[config.mk]
export PLATFORM = sky130hd
export DESIGN_NAME = weight_fetch_responder
export DESIGN_NICKNAME = d
export VERILOG_FILES = /design/src/rtl/weight_fetch_responder.sv
export SDC_FILE = /design/constraint.sdc
export NUM_CORES = 1
export LEC_CHECK = 0
export CELL_PAD_IN_SITES_DETAIL_PLACEMENT = 0
export CELL_PAD_IN_SITES_GLOBAL_PLACEMENT = 1
export CORE_MARGIN = 2
export CORE_UTILIZATION = 34
export DETAILED_ROUTE_END_ITERATION = 8
export GPL_ROUTABILITY_DRIVEN = 0
export PLACE_DENSITY = 0.83
export SETUP_SLACK_MARGIN = 0.02
export SYNTH_ARGS = -nofsm -noshare
export SYNTH_HDL_FRONTEND = slang
export SYNTH_SLANG_ARGS = --single-unit
[constraint.sdc]
create_clock -name clk -period 3.3 [get_ports clk]
set_clock_uncertainty 0.2 [all_clocks]
set_input_delay 0.66 -clock clk [delete_from_list [all_inputs] [get_ports clk]]
set_output_delay 0.66 -clock clk [all_outputs]
set_load 0.02 [all_outputs]
[src/rtl/weight_fetch_responder.sv]
// Weight fetch responder: on read_req, fetches a 16-word weight line from
// memory one word at a time, then presents it on line_out with a one-cycle
// dval pulse. Only one memory read is outstanding at a time.
// Optional feature: define WFR_BURST_COUNT_EN to add a 16-bit burst_count output.
module weight_fetch_responder #(
  parameter int unsigned TIMEOUT    = 255,
  parameter int unsigned LINE_WORDS = 16
) (
  input  logic                       clk,
  input  logic                       rst,
  input  logic                       load,
  input  logic [15:0]                base_addr,
  input  logic                       read_req,
  output logic [16*LINE_WORDS-1:0]   line_out,
  output logic                       dval,
  output logic                       busy,
  output logic                       err,
  output logic                       mem_rd_en,
  output logic [15:0]                mem_addr,
  input  logic                       mem_rd_valid,
  input  logic [15:0]                mem_rd_data
`ifdef WFR_BURST_COUNT_EN
  ,
  output logic [15:0]                burst_count
`endif
);

  localparam int unsigned IdxW = $clog2(LINE_WORDS);
  localparam int unsigned CntW = $clog2(TIMEOUT + 1);

  typedef enum logic [1:0] {StIdle, StIssue, StWait, StDeliver} state_t;

  state_t                    state_q, state_d;
  logic [IdxW-1:0]           idx_q, idx_d;
  logic [CntW-1:0]           cnt_q, cnt_d;
  logic [15:0]               cur_addr_q, cur_addr_d;
  logic                      err_q, err_d;
  logic [16*LINE_WORDS-1:0]  line_q, line_d;
`ifdef WFR_BURST_COUNT_EN
  logic [15:0]               bcnt_q, bcnt_d;
`endif

  // State and datapath registers, synchronous active-low reset.
  always_ff @(posedge clk) begin
    if (!rst) begin
      state_q    <= StIdle;
      idx_q      <= '0;
      cnt_q      <= '0;
      cur_addr_q <= '0;
      err_q      <= 1'b0;
      line_q     <= '0;
`ifdef WFR_BURST_COUNT_EN
      bcnt_q     <= '0;
`endif
    end else begin
      state_q    <= state_d;
      idx_q      <= idx_d;
      cnt_q      <= cnt_d;
      cur_addr_q <= cur_addr_d;
      err_q      <= err_d;
      line_q     <= line_d;
`ifdef WFR_BURST_COUNT_EN
      bcnt_q     <= bcnt_d;
`endif
    end
  end

  // Next-state logic and Moore outputs.
  always_comb begin
    state_d    = state_q;
    idx_d      = idx_q;
    cnt_d      = cnt_q;
    cur_addr_d = cur_addr_q;
    err_d      = err_q;
    line_d     = line_q;
`ifdef WFR_BURST_COUNT_EN
    bcnt_d     = bcnt_q;
`endif

    busy      = (state_q != StIdle);
    dval      = (state_q == StDeliver);
    mem_rd_en = (state_q == StIssue);
    mem_addr  = mem_rd_en ? (cur_addr_q + 16'(idx_q)) : 16'h0000;

    unique case (state_q)
      StIdle: begin
        // A same-cycle load takes effect before the burst starts.
        if (load) begin
          cur_addr_d = base_addr;
          err_d      = 1'b0;
`ifdef WFR_BURST_COUNT_EN
          bcnt_d     = '0;
`endif
        end
        if (read_req) begin
          idx_d   = '0;
          state_d = StIssue;
        end
      end
      StIssue: begin
        cnt_d   = '0;
        state_d = StWait;
      end
      StWait: begin
        if (mem_rd_valid) begin
          line_d[16*idx_q +: 16] = mem_rd_data;
          if (idx_q == IdxW'(LINE_WORDS - 1)) begin
            state_d = StDeliver;
          end else begin
            idx_d   = idx_q + 1'b1;
            state_d = StIssue;
          end
        end else if (cnt_q == CntW'(TIMEOUT - 1)) begin
          // Abort: no dval, cur_addr left at the burst base for a retry.
          err_d   = 1'b1;
          state_d = StIdle;
        end else begin
          cnt_d = cnt_q + 1'b1;
        end
      end
      StDeliver: begin
        cur_addr_d = cur_addr_q + 16'(LINE_WORDS);
`ifdef WFR_BURST_COUNT_EN
        bcnt_d     = bcnt_q + 16'd1;
`endif
        state_d    = StIdle;
      end
      default: state_d = StIdle;
    endcase

    // Requests arriving mid-burst are dropped but flagged.
    if ((state_q != StIdle) && (load || read_req)) begin
      err_d = 1'b1;
    end
  end

  assign line_out = line_q;
  assign err      = err_q;
`ifdef WFR_BURST_COUNT_EN
  assign burst_count = bcnt_q;
`endif

endmodule

Figure 1. Routing congestion (run 1).
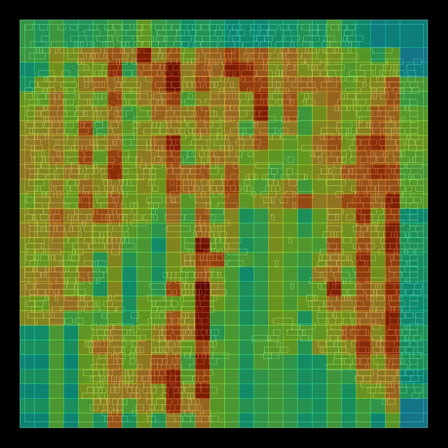
overall routing resource usage: 21.6%
met3 Use GR: 6.58%
routing usage on met2: 34.9%

Figure 2. Port wiring (run 1).
The bar under the picture is 50 µm long.
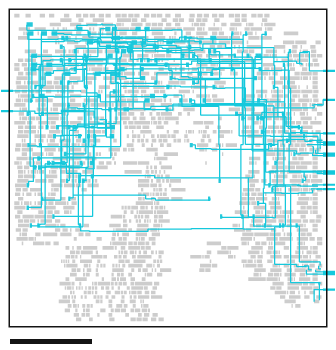
port	colour	bits	direction	edge	end cells	buffers	wire
mem_rd_data	cyan	16	input	14 right, 2 left	173	28	6,730 µm
Port Buffers: 312
# IOs: 313

Figure 3. Signal wires on met2 (run 1).
Cells faint in the background.
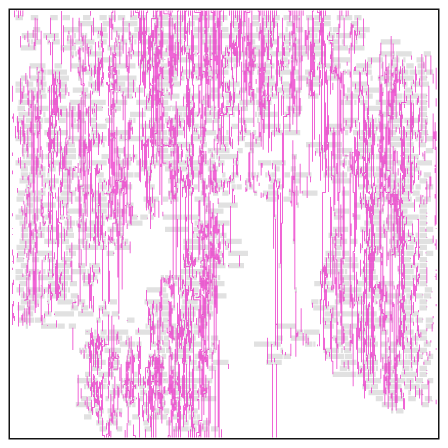
share of all routed wire	46%
nets with wire on the layer	1,426
longest straight run	72.8 µm
main direction	vertical
Post-Route WL: 41.6 mm
vias post-DR: 10,832

Figure 4. Register map, names as in the netlist (run 1).
Other sequential cells in the stronger grey, the rest of the logic in the fainter grey.
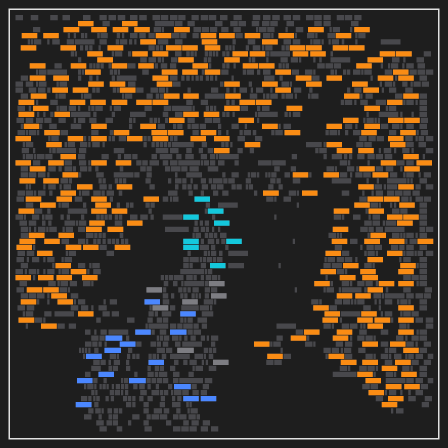
signal	colour	placed flops
line_out	orange	256
cnt_q	cyan	8
cur_addr_q	blue	16
Final Util: 47.9%
sequential cell area share: 34.0%
P_seq: 3.57 mW

==> results.yml, run 1 <==
# yosys + openroad results
finish:
  drive_gt1_share_pct: 9.46
  logic_gate_count: 920
  seq_area_um2: 5750
  logic_area_um2: 5870
  flops: 287
  dominant_cells: "logic gates"
  area_growth_pct: 40.2
  buffers: 371
yosys:
  yosys_warnings: 0
  flop_cell: "dfxtp_1"
  syn_inst: 1334
  yosysUniqueCellTypes: 60
  muxShareOfSynthArea_pct: 16.2
  mappedNetlistArea_um2: 12100
  enable_flop_cells: 0
place:
  post-place-ws_ns: 0.0905
worst_hold_path:
  hp-start: "line_out[38]$_SDFFE_PN0P_"
pwr:
  power_density_nw_per_um2: 489
  p_switching_mw: 2.17
  power.group.top: "clock"
  p_comb_share_pct: 11.7
final_timing:
  rsz0062_at_grt: "true"
  setup_ws_ns: 0.0454
  slew_headroom_pct: 43.6
  fin_hold_ws_ns: 0.255
  period_needed_ns: 3.25
  hold_viol_final: 0
cts:
  tritoncts: "built"
  postCtsHoldBufs: 0
  cts_sinks: 287
  cts_root_buffer: "clkbuf_16"
  cts_buffer_depth: 3
  clk_pin_slew_ns: 0.06
floorplan:
  tapCellCount: 461
  die_h_um: 192
  placementRows: 69
status:
  outcome: "finished clean"
run:
  tool_warnings: 35
worst_setup_path:
  cp.depth: 9
  reg2reg_slack_ns: 0.25
  critPathTopFamily: "AND-OR/OR-AND gates"
  critPathLaunch: "cur_addr_q[0]$_SDFFE_PN0P_"
## run 1: layer usage
layer  vias to the layer above  global-route usage [%]  part of all wire, %  routed length (µm)
li1                       5211                       -                    -                   -
met1                      5173                    28.1                   43               17800
met2                       381                    34.9                   46               19100
met3                        63                    6.58                  9.0                3750
met4                         4                    5.61                  2.2                 934
met5                         -                       0                0.065                  27
## run 1: logic make-up (layout without fill, tap and decap cells)
family,after synthesis,count (layout)
buffers and inverters,127,442
AND/OR/NAND/NOR,521,521
multiplexers,195,195
XOR/XNOR,6,6
AND-OR/OR-AND,183,183
flip-flops,287,287
adder cells (fa/ha/maj),15,15
## run 1: state kept, by name, summed over array words and instances, names as in the netlist
signal	count
cnt_q	8
cur_addr_q	16
err	1
idx_q	4
line_out	256
state_q	2
Figure 5. Met1 routing (run 1).
Supply wires on this layer in grey. Cells faint in the background.
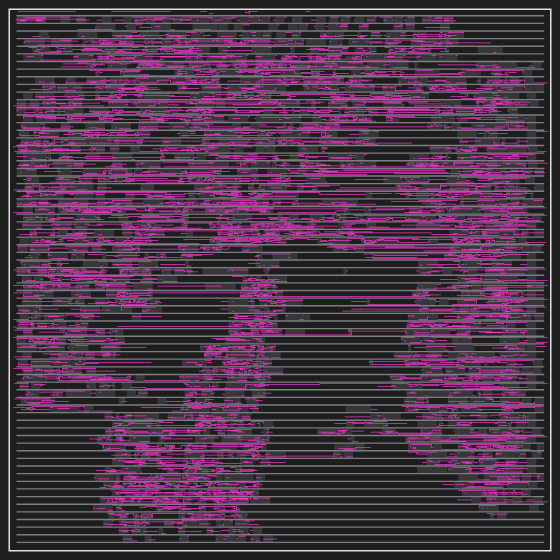

--- run 2 (diff from run 1) ---
Settings changed: CORE_UTILIZATION 34 to 36, PLACE_DENSITY 0.83 to 0.87.
Figure 6. Met1 routing (run 2).
Supply wires on this layer in grey. Cells faint in the background.
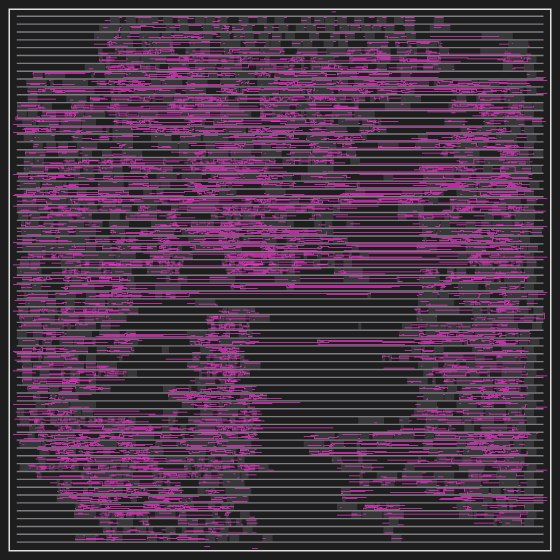
longest straight run	75.0 µm
main direction	horizontal
nets with wire on the layer	1,525
routing usage on met1: 29.2%
vias post-DR: 10,951

==> results.yml, run 2 <==
# yosys + openroad results
finish:
  buffers: 378
  largest_register_ffs: 256
  logic_gate_count: 920
  drive_gt1_share_pct: 10.4
  dominant_cells: "logic gates"
  final-clk-cell-share_pct: 6.83
  nClkBuffers: 41
  seq_area_share_pct: 33.8
  area_growth_pct: 40.9
  logic_area_um2: 5880
floorplan:
  ios: 313
  tapCellCount: 448
  placementRows: 67
  die_h_um: 187
  fp_util_pct: 36.3
pwr:
  p_switching_mw: 2.18
  power_clock_mw: 3.88
  powerSeq_mw: 3.57
  power_density_nw_per_um2: 495
  power.group.top: "clock"
  p_comb_share_pct: 11.5
grt:
  track_usage_pct: 22.9
  grtUsageMet3_pct: 6.12
  grt-busiest-layer: "met2"
yosys:
  syn_inst: 1334
  yosys_warnings: 0
  enable_flop_cells: 0
  flop_cell: "dfxtp_1"
  mappedNetlistArea_um2: 12100
cts:
  clk_pin_slew_ns: 0.06
  cts_sinks: 287
  tritoncts: "built"
  cts_root_buffer: "clkbuf_16"
  postCtsHoldBufs: 0
worst_hold_path:
  min_path_cells: 2
  hp-start: "line_out[166]$_SDFFE_PN0P_"
detailed_routing:
  met2WireLength_mm: 19.2
  wl_met3_mm: 3.38
  top_layer: "met5"
  wl_met1_mm: 17.9
final_timing:
  slew_headroom_pct: 23.2
  hold_viol_final: 0
  rsz0062_at_grt: "true"
  period_needed_ns: 3.23
  finalSetupTns_ns: 0
worst_setup_path:
  critPathTopFamily: "AND-OR/OR-AND gates"
  critPathLaunch: "idx_q[2]$_SDFFE_PN0P_"
  reg2reg_slack_ns: 0.37
run:
  tool_warnings: 35
status:
  outcome: "finished clean"
Figure 7. Signal wires on met2 (run 2).
Cells faint in the background.
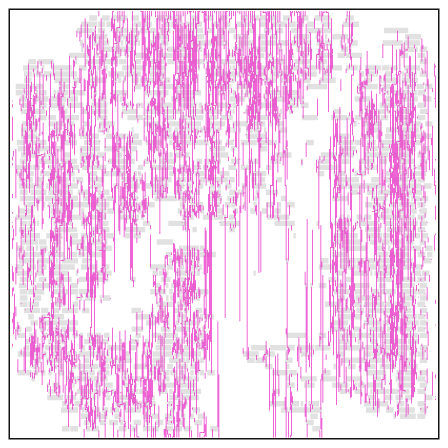
longest straight run	89.4 µm
main direction	vertical
nets with wire on the layer	1,442
routing usage on met2: 38.1%
Post-Route WL: 41.6 mm

## run 2: cell counts after synthesis
No cell type changed its count.
## run 2: logic make-up after synthesis
logic type / count (synthesis) / share of synthesized area (%)
and+or+nand+nor: 521 / 20.0
DFF: 287 / 47.6
muxes: 195 / 16.2
AOI/OAI and AO/OA: 183 / 9.69
buffers and inverters: 127 / 4.48
adders and majority gates: 15 / 1.62
xor gates and xnor gates: 6 / 0.435
## run 2: through the flow
step | utilization (%) | hold slack, ns | setup WS, ns
after floorplan | - | 0.252 | 0.257
after global placement | 47.4 | 0.242 | 0.0647
after detailed placement | 47.4 | 0.246 | 0.0511
after CTS | 50.9 | 0.255 | 0.0120
after global routing | 51.1 | 0.275 | -0.0256
final | 51.1 | 0.254 | 0.0661
No activity file was given, so power comes from the tool's default toggle rates.
